[config.mk]
export PLATFORM = sky130hd
export DESIGN_NAME = pattern_generator_multi
export DESIGN_NICKNAME = d
export VERILOG_FILES = /design/src/rtl/tpg_pkg.sv /design/src/rtl/tpg_coord_wrap.sv /design/src/rtl/pattern_generator_multi.sv
export SDC_FILE = /design/constraint.sdc
export NUM_CORES = 1
export LEC_CHECK = 0
export CORE_ASPECT_RATIO = 1.25
export CORE_MARGIN = 8
export CORE_UTILIZATION = 45
export CTS_CLUSTER_SIZE = 12
export DETAILED_ROUTE_END_ITERATION = 7
export GPL_ROUTABILITY_DRIVEN = 0
export GPL_TIMING_DRIVEN = 0
export PLACE_DENSITY = 0.75
export RECOVER_POWER = 25
export SLEW_MARGIN = 20
export SYNTH_ARGS = -nofsm -noshare
export SYNTH_HDL_FRONTEND = slang
export SYNTH_SLANG_ARGS = --single-unit
[constraint.sdc]
create_clock -name clk -period 14 [get_ports clk]
set_input_delay 1.4 -clock clk [delete_from_list [all_inputs] [get_ports clk]]
set_output_delay 1.4 -clock clk [all_outputs]
set_load 0.05 [all_outputs]
[src/rtl/tpg_pkg.sv]
// Shared definitions for the multi-mode test pattern generator.
// Holds the mode encoding, the colour fill constant and the bit-replication helper.
// Widths here are fixed at 32 bits; consumers take the top CW bits they need.
package tpg_pkg;

  typedef enum logic [2:0] {
    MODE_GRAY      = 3'd0,
    MODE_BARS      = 3'd1,
    MODE_SPECTRUM  = 3'd2,
    MODE_CHECKER   = 3'd3,
    MODE_MOVBAR    = 3'd4,
    MODE_COMPOSITE = 3'd5,
    MODE_WHITE     = 3'd6,
    MODE_BLACK     = 3'd7
  } mode_e;

  localparam logic [31:0] COLOR_ONES = '1;

  // Repeats the low k bits of value MSB-first across 32 bits. Because the fill
  // starts at the MSB, the top CW bits equal the same pattern truncated to CW.
  function automatic logic [31:0] replicate(input logic [31:0] value, input int k);
    logic [31:0] res;
    res = '0;
    for (int i = 0; i < 32; i++) begin
      res[5'(31 - i)] = value[5'(k - 1 - (i % k))];
    end
    return res;
  endfunction

endpackage

[src/rtl/tpg_coord_wrap.sv]
// Combinational modular add: y = (a + b) wrapped once at HA.
// Latency: 0 (pure combinational). No flow control.
// Ports: a, b (HW bits, b < HA expected) -> y (HW bits, < HA when a < HA).
module tpg_coord_wrap #(
  parameter int HW = 10,
  parameter int HA = 640
) (
  input  logic [HW-1:0] a,
  input  logic [HW-1:0] b,
  output logic [HW-1:0] y
);

  localparam logic [HW:0] HA_X = (HW+1)'(HA);

  logic [HW:0] sum;

  // A single subtraction is enough for every in-range pixel; results for
  // blanking-interval counters may stay >= HA but are never displayed.
  always_comb begin
    sum = {1'b0, a} + {1'b0, b};
    y   = (sum >= HA_X) ? HW'(sum - HA_X) : sum[HW-1:0];
  end

endmodule

[src/rtl/pattern_generator_multi.sv]
// Multi-mode RGB test pattern source between the h/v timing counters and TMDS encoders.
// Latency: 1 clk from counters to colours/o_de/o_frame_start. No backpressure (free-running).
// Ports: clk, rst (async high), i_hcount/i_vcount, i_mode/i_anim_en/i_step (frame-latched)
//        -> o_red/o_grn/o_blu, o_de, o_frame_start, o_mode.
module pattern_generator_multi
  import tpg_pkg::*;
#(
  parameter int HMAX     = 800,
  parameter int VMAX     = 600,
  parameter int HA       = 640,
  parameter int VA       = 480,
  parameter int CW       = 8,
  parameter int CHK_LOG2 = 5
) (
  input  logic                    clk,
  input  logic                    rst,
  input  logic [$clog2(HMAX)-1:0] i_hcount,
  input  logic [$clog2(VMAX)-1:0] i_vcount,
  input  logic [2:0]              i_mode,
  input  logic                    i_anim_en,
  input  logic [3:0]              i_step,
  output logic [CW-1:0]           o_blu,
  output logic [CW-1:0]           o_grn,
  output logic [CW-1:0]           o_red,
  output logic                    o_de,
  output logic                    o_frame_start,
  output logic [2:0]              o_mode
);

  localparam int HW = $clog2(HMAX);
  localparam int VW = $clog2(VMAX);

  if (HW < CW || HW < 5 || CHK_LOG2 >= HW) begin : g_param_check
    $error("pattern_generator_multi: need HW >= CW, HW >= 5 and CHK_LOG2 < HW");
  end

  localparam logic [HW-1:0] HA_W  = HW'(HA);
  localparam logic [HW:0]   HA_X  = (HW+1)'(HA);
  localparam logic [VW-1:0] VA_W  = VW'(VA);
  localparam logic [VW-1:0] VQ_W  = VW'(VA / 4);
  localparam logic [VW-1:0] VH_W  = VW'(VA / 2);
  localparam logic [HW-1:0] BAR_W = HW'(2 ** CHK_LOG2);
  localparam logic [CW-1:0] WHITE = COLOR_ONES[CW-1:0];

  logic          en, fs;
  mode_e         mode_q, mode_eff, pat;
  logic [HW-1:0] hoff_q, hoff_nxt, hoff_eff, x, bar_end;
  logic [HW:0]   hsum;
  logic          in_bar;
  logic [31:0]   gray_full;
  logic [CW-1:0] gray_c, ramp;
  logic [CW-1:0] bars_b, bars_g, bars_r;
  logic [CW-1:0] spec_b, spec_g, spec_r;
  logic [CW-1:0] b_c, g_c, r_c;

  assign en = (i_hcount < HA_W) && (i_vcount < VA_W);
  assign fs = (i_hcount == '0) && (i_vcount == '0);

  // Offset for the upcoming frame, computed one bit wider so the wrap test is exact.
  always_comb begin
    hsum     = {1'b0, hoff_q} + (HW+1)'(i_step);
    hoff_nxt = hoff_q;
    if (i_anim_en) begin
      hoff_nxt = (hsum >= HA_X) ? HW'(hsum - HA_X) : hsum[HW-1:0];
    end
  end

  // Pixel (0,0) already renders with the settings being latched on that cycle.
  assign mode_eff = fs ? mode_e'(i_mode) : mode_q;
  assign hoff_eff = fs ? hoff_nxt : hoff_q;

  tpg_coord_wrap #(.HW(HW), .HA(HA)) u_xwrap (
    .a(i_hcount), .b(hoff_eff), .y(x)
  );

  tpg_coord_wrap #(.HW(HW), .HA(HA)) u_barwrap (
    .a(hoff_eff), .b(BAR_W), .y(bar_end)
  );

  // When bar_end has wrapped below hoff the bar straddles the right/left edges.
  assign in_bar = (bar_end > hoff_eff) ? ((i_hcount >= hoff_eff) && (i_hcount < bar_end))
                                       : ((i_hcount >= hoff_eff) || (i_hcount < bar_end));

  always_comb begin
    gray_full = replicate(32'(x[HW-2:HW-5]), 4);
    gray_c    = gray_full[31 -: CW];
    bars_b    = {x[HW-2], {(CW-1){1'b0}}};
    bars_g    = {x[HW-3], {(CW-1){1'b0}}};
    bars_r    = {x[HW-4], {(CW-1){1'b0}}};
    ramp      = x[HW-1 -: CW];
    spec_b    = WHITE;
    spec_g    = WHITE;
    spec_r    = WHITE;
    case (x[HW-1:HW-3])
      3'd0: begin spec_b = '0;    spec_g = ramp;   spec_r = WHITE; end
      3'd1: begin spec_b = '0;    spec_g = WHITE;  spec_r = ~ramp; end
      3'd2: begin spec_b = ramp;  spec_g = WHITE;  spec_r = '0;    end
      3'd3: begin spec_b = WHITE; spec_g = ~ramp;  spec_r = '0;    end
      3'd4: begin spec_b = WHITE; spec_g = '0;     spec_r = ramp;  end
      3'd5: begin spec_b = ~ramp; spec_g = '0;     spec_r = WHITE; end
      default: ;
    endcase
  end

  always_comb begin
    pat = mode_eff;
    if (mode_eff == MODE_COMPOSITE) begin
      pat = (i_vcount < VQ_W) ? MODE_GRAY : (i_vcount < VH_W) ? MODE_BARS : MODE_SPECTRUM;
    end
    b_c = '0;
    g_c = '0;
    r_c = '0;
    if (en) begin
      case (pat)
        MODE_GRAY:     begin b_c = gray_c; g_c = gray_c; r_c = gray_c; end
        MODE_BARS:     begin b_c = bars_b; g_c = bars_g; r_c = bars_r; end
        MODE_SPECTRUM: begin b_c = spec_b; g_c = spec_g; r_c = spec_r; end
        MODE_CHECKER: begin
          if (x[CHK_LOG2] ^ i_vcount[CHK_LOG2]) begin
            b_c = WHITE; g_c = WHITE; r_c = WHITE;
          end
        end
        MODE_MOVBAR: begin
          if (in_bar) begin
            b_c = WHITE; g_c = WHITE; r_c = WHITE;
          end
        end
        MODE_WHITE:    begin b_c = WHITE;  g_c = WHITE;  r_c = WHITE;  end
        default: ;
      endcase
    end
  end

  always_ff @(posedge clk or posedge rst) begin
    if (rst) begin
      o_blu         <= '0;
      o_grn         <= '0;
      o_red         <= '0;
      o_de          <= 1'b0;
      o_frame_start <= 1'b0;
      mode_q        <= MODE_GRAY;
      hoff_q        <= '0;
    end else begin
      o_blu         <= b_c;
      o_grn         <= g_c;
      o_red         <= r_c;
      o_de          <= en;
      o_frame_start <= fs;
      if (fs) begin
        mode_q <= mode_e'(i_mode);
        hoff_q <= hoff_nxt;
      end
    end
  end

  assign o_mode = mode_q;

  // Not every pattern consumes every coordinate or replicated bit.
  logic unused_bits;
  assign unused_bits = ^{x, gray_full};

endmodule

==> images/m1.png <==
Scale bar: 20 um. Supply wires on this layer in grey.
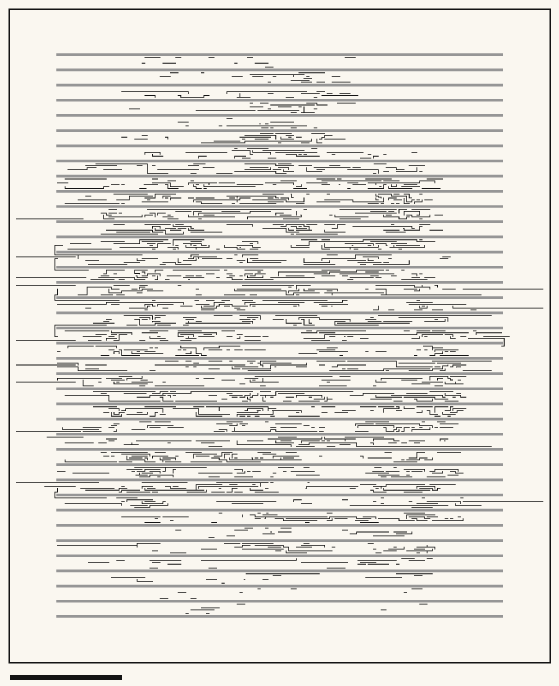
share of all routed wire: 41%
nets with wire on the layer: 515
longest straight run: 25.8 um
Via Count: 3548
GR Util met1: 18.19%
final WL: 9970 um

==> images/m2.png <==
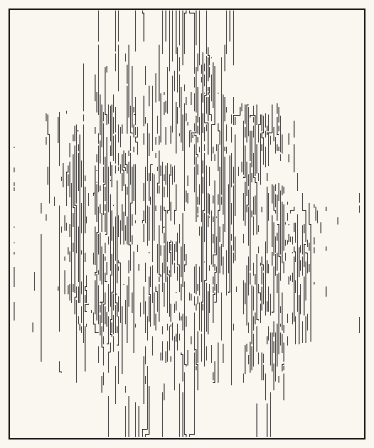
main direction: vertical
share of all routed wire: 54%
wire length on this layer: 5380 um
longest straight run: 59.5 um
nets with wire on the layer: 482
met2 usage: 34.04%

==> images/m3.png <==
Scale bar: 20 um. Cells faint in the background.
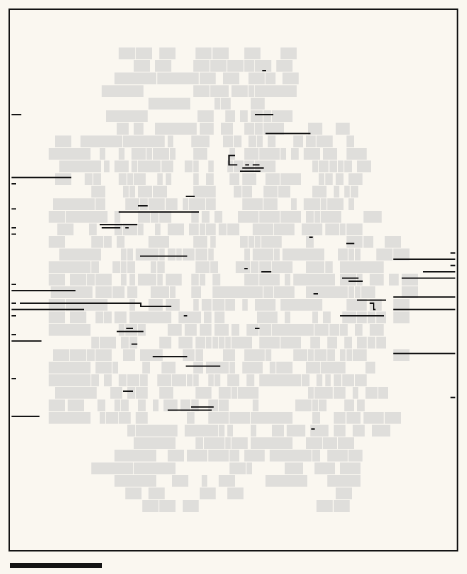
wire length on this layer: 304 um
longest straight run: 26.0 um
share of all routed wire: 3.1%
nets with wire on the layer: 49
M3 GR Usage: 2.408%

==> images/m4.png <==
Supply wires on this layer in grey.
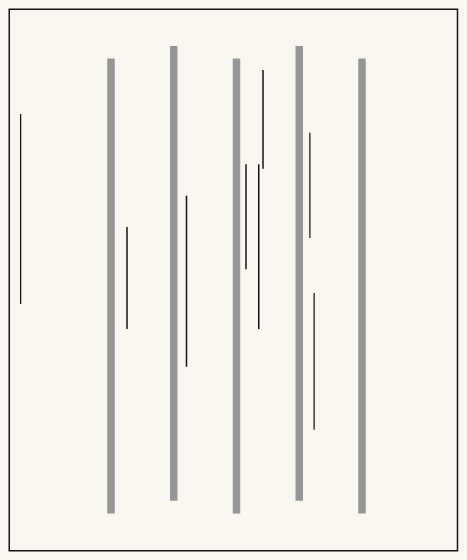
main direction: vertical
share of all routed wire: 2.3%

==> images/clock_nets.png <==
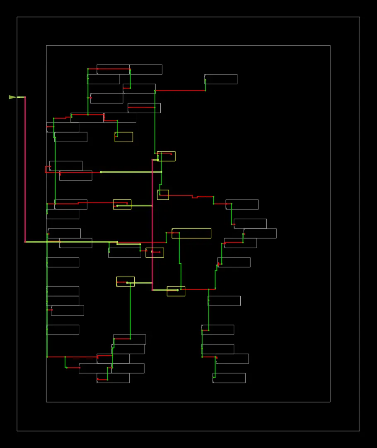
registers: 39
clock group power: 103 uW
cts bufs inserted: 5
clock buffer count: 6

==> impl_metrics.csv <==
group,metric,value,unit
yosys,synth.net_count,493,
yosys,yosys_area,3659,um^2
setup_path,crit_family,"AND-OR/OR-AND gates",
clocking,cts.sink_count,39,
clocking,hold_buffers,0,
final_layout,synthToLayoutAreaGrowth,22.61,%
sta,rsz0062_at_grt,"false",
yosys,async_reset_ff_share,100.0,%
floorplanning,die_x,96.65,um
yosys,synth_top_area_share,26.68,%
floorplanning,rows,37,
power_and_ir_drop,pg_comb,46.5,uW
floorplanning,initCoreUtil,45.42,%
route,viasPerCell,6.034,
global_route,grt_pass1_vias,3569,
outcome,violations,"capacitance limit, slew limit",
global_route,grt_max_degree,30,
final_layout,largest_register,"hoff_q",
power_and_ir_drop,finalPower,262.3,uW
flow_run,maxCapViolCount,1,
floorplanning,die_area,11290,um^2
final_layout,seq_area,975.9,um^2
route,first_pass_iters,4,
global_route,grt_pass1_wl,16430,um
final_layout,buffers,73,
power_and_ir_drop,switchingPower,71.27,uW
sta,holdWs,0.5901,ns
place,pre_cts_slack,5.575,ns
power_and_ir_drop,internal-power,191.1,uW
yosys,synth_area,3659,um^2
final_layout,seq_share,21.76,%
final_layout,fin_area,4486,um^2
final_layout,inverters,32,
setup_path,crit_top_cell,"ha_1",
sta,slew_violations,30,
outcome,status,"complete, but fails checks",
sta,post-route-period-util,58.50,%
final_layout,bufAreaShareNonClock,14.64,%
sta,worstMarginPinSlew,1.539,ns
global_route,gr-total-overflow,0,
sta,setup_slack,5.810,ns
final_layout,comb_share,55.51,%
clocking,root_buffer,"clkbuf_8",
sta,finalSetupTns,0,ns
yosys,edf_count,0,
yosys,synth.top_cells.by_area,"dfrtp_1 (27%), ha_1 (13%), o21ai_0 (4.9%)",
global_route,antenna_found_initial,0,
sta,slew_headroom,-2.619,%
floorplanning,ios,59,
final_layout,lay_top_cells,"clkdlybuf4s50_1 (57), dfrtp_1 (39), ha_1 (37)",
global_route,busiest_layer,"met2",
power_and_ir_drop,peakVddDrop,46.44,uV
clocking,cts_tree,"done",
final_layout,lay_top_count,"clkdlybuf4s50_1",
cell usage after synthesis (all sizes together), types with 3 or more instances:
| library cell | instances |
|---|---|
| nand3 | 8 |
| clkbuf | 9 |
| nor4 | 9 |
| inv | 32 |
| nand4 | 5 |
| ha | 37 |
| nor2 | 25 |
| xnor2 | 14 |
| o211a | 3 |
| and2 | 5 |
| and3 | 6 |
| nand2 | 30 |
| a31oi | 5 |
| o21ai | 39 |
| or3 | 4 |
| a21o | 5 |
| o31ai | 7 |
| xor2 | 5 |
| a21oi | 21 |
| o211ai | 8 |
| or2 | 3 |
| o221ai | 4 |
| mux2 | 5 |
| nand2b | 7 |
| buf | 5 |
| o21a | 5 |
| a211oi | 10 |
| nor3 | 12 |
| a211o | 4 |
| dfrtp | 39 |
| mux2i | 11 |
cells by family after synthesis:
family / Yosys count / synth area share, %
compound gates: 138 / 26.54
simple gates: 127 / 18.67
buf+inv: 46 / 5.266
fa+ha+maj: 39 / 13.75
flops: 39 / 26.68
xor+xnor: 19 / 4.549
mux: 16 / 4.549
layer usage:
layer | vias to the layer above | wire length (um) | share of wire [%]
met5 | - | 0 | 0
met4 | 0 | 229 | 2.3
met3 | 19 | 303 | 3.0
met2 | 82 | 5381 | 54
met1 | 1730 | 4055 | 41
li1 | 1717 | - | -
final timing paths:
| check | endpoint | startpoint | slack [ns] |
|---|---|---|---|
| max | o_blu[1] | i_step[1] | 5.81 |
| min | hoff_q[0] | hoff_q[0] | 0.59 |
| max reg2reg | o_blu[1] | hoff_q[1] | 6.98 |
| min reg2reg | hoff_q[0] | hoff_q[0] | 0.59 |
| max in group asynchronous | o_red[7] | rst | 10.71 |
| min in group asynchronous | hoff_q[8] | rst | 1.52 |
Power figures rest on the tool's default switching activity, not on a simulated workload.
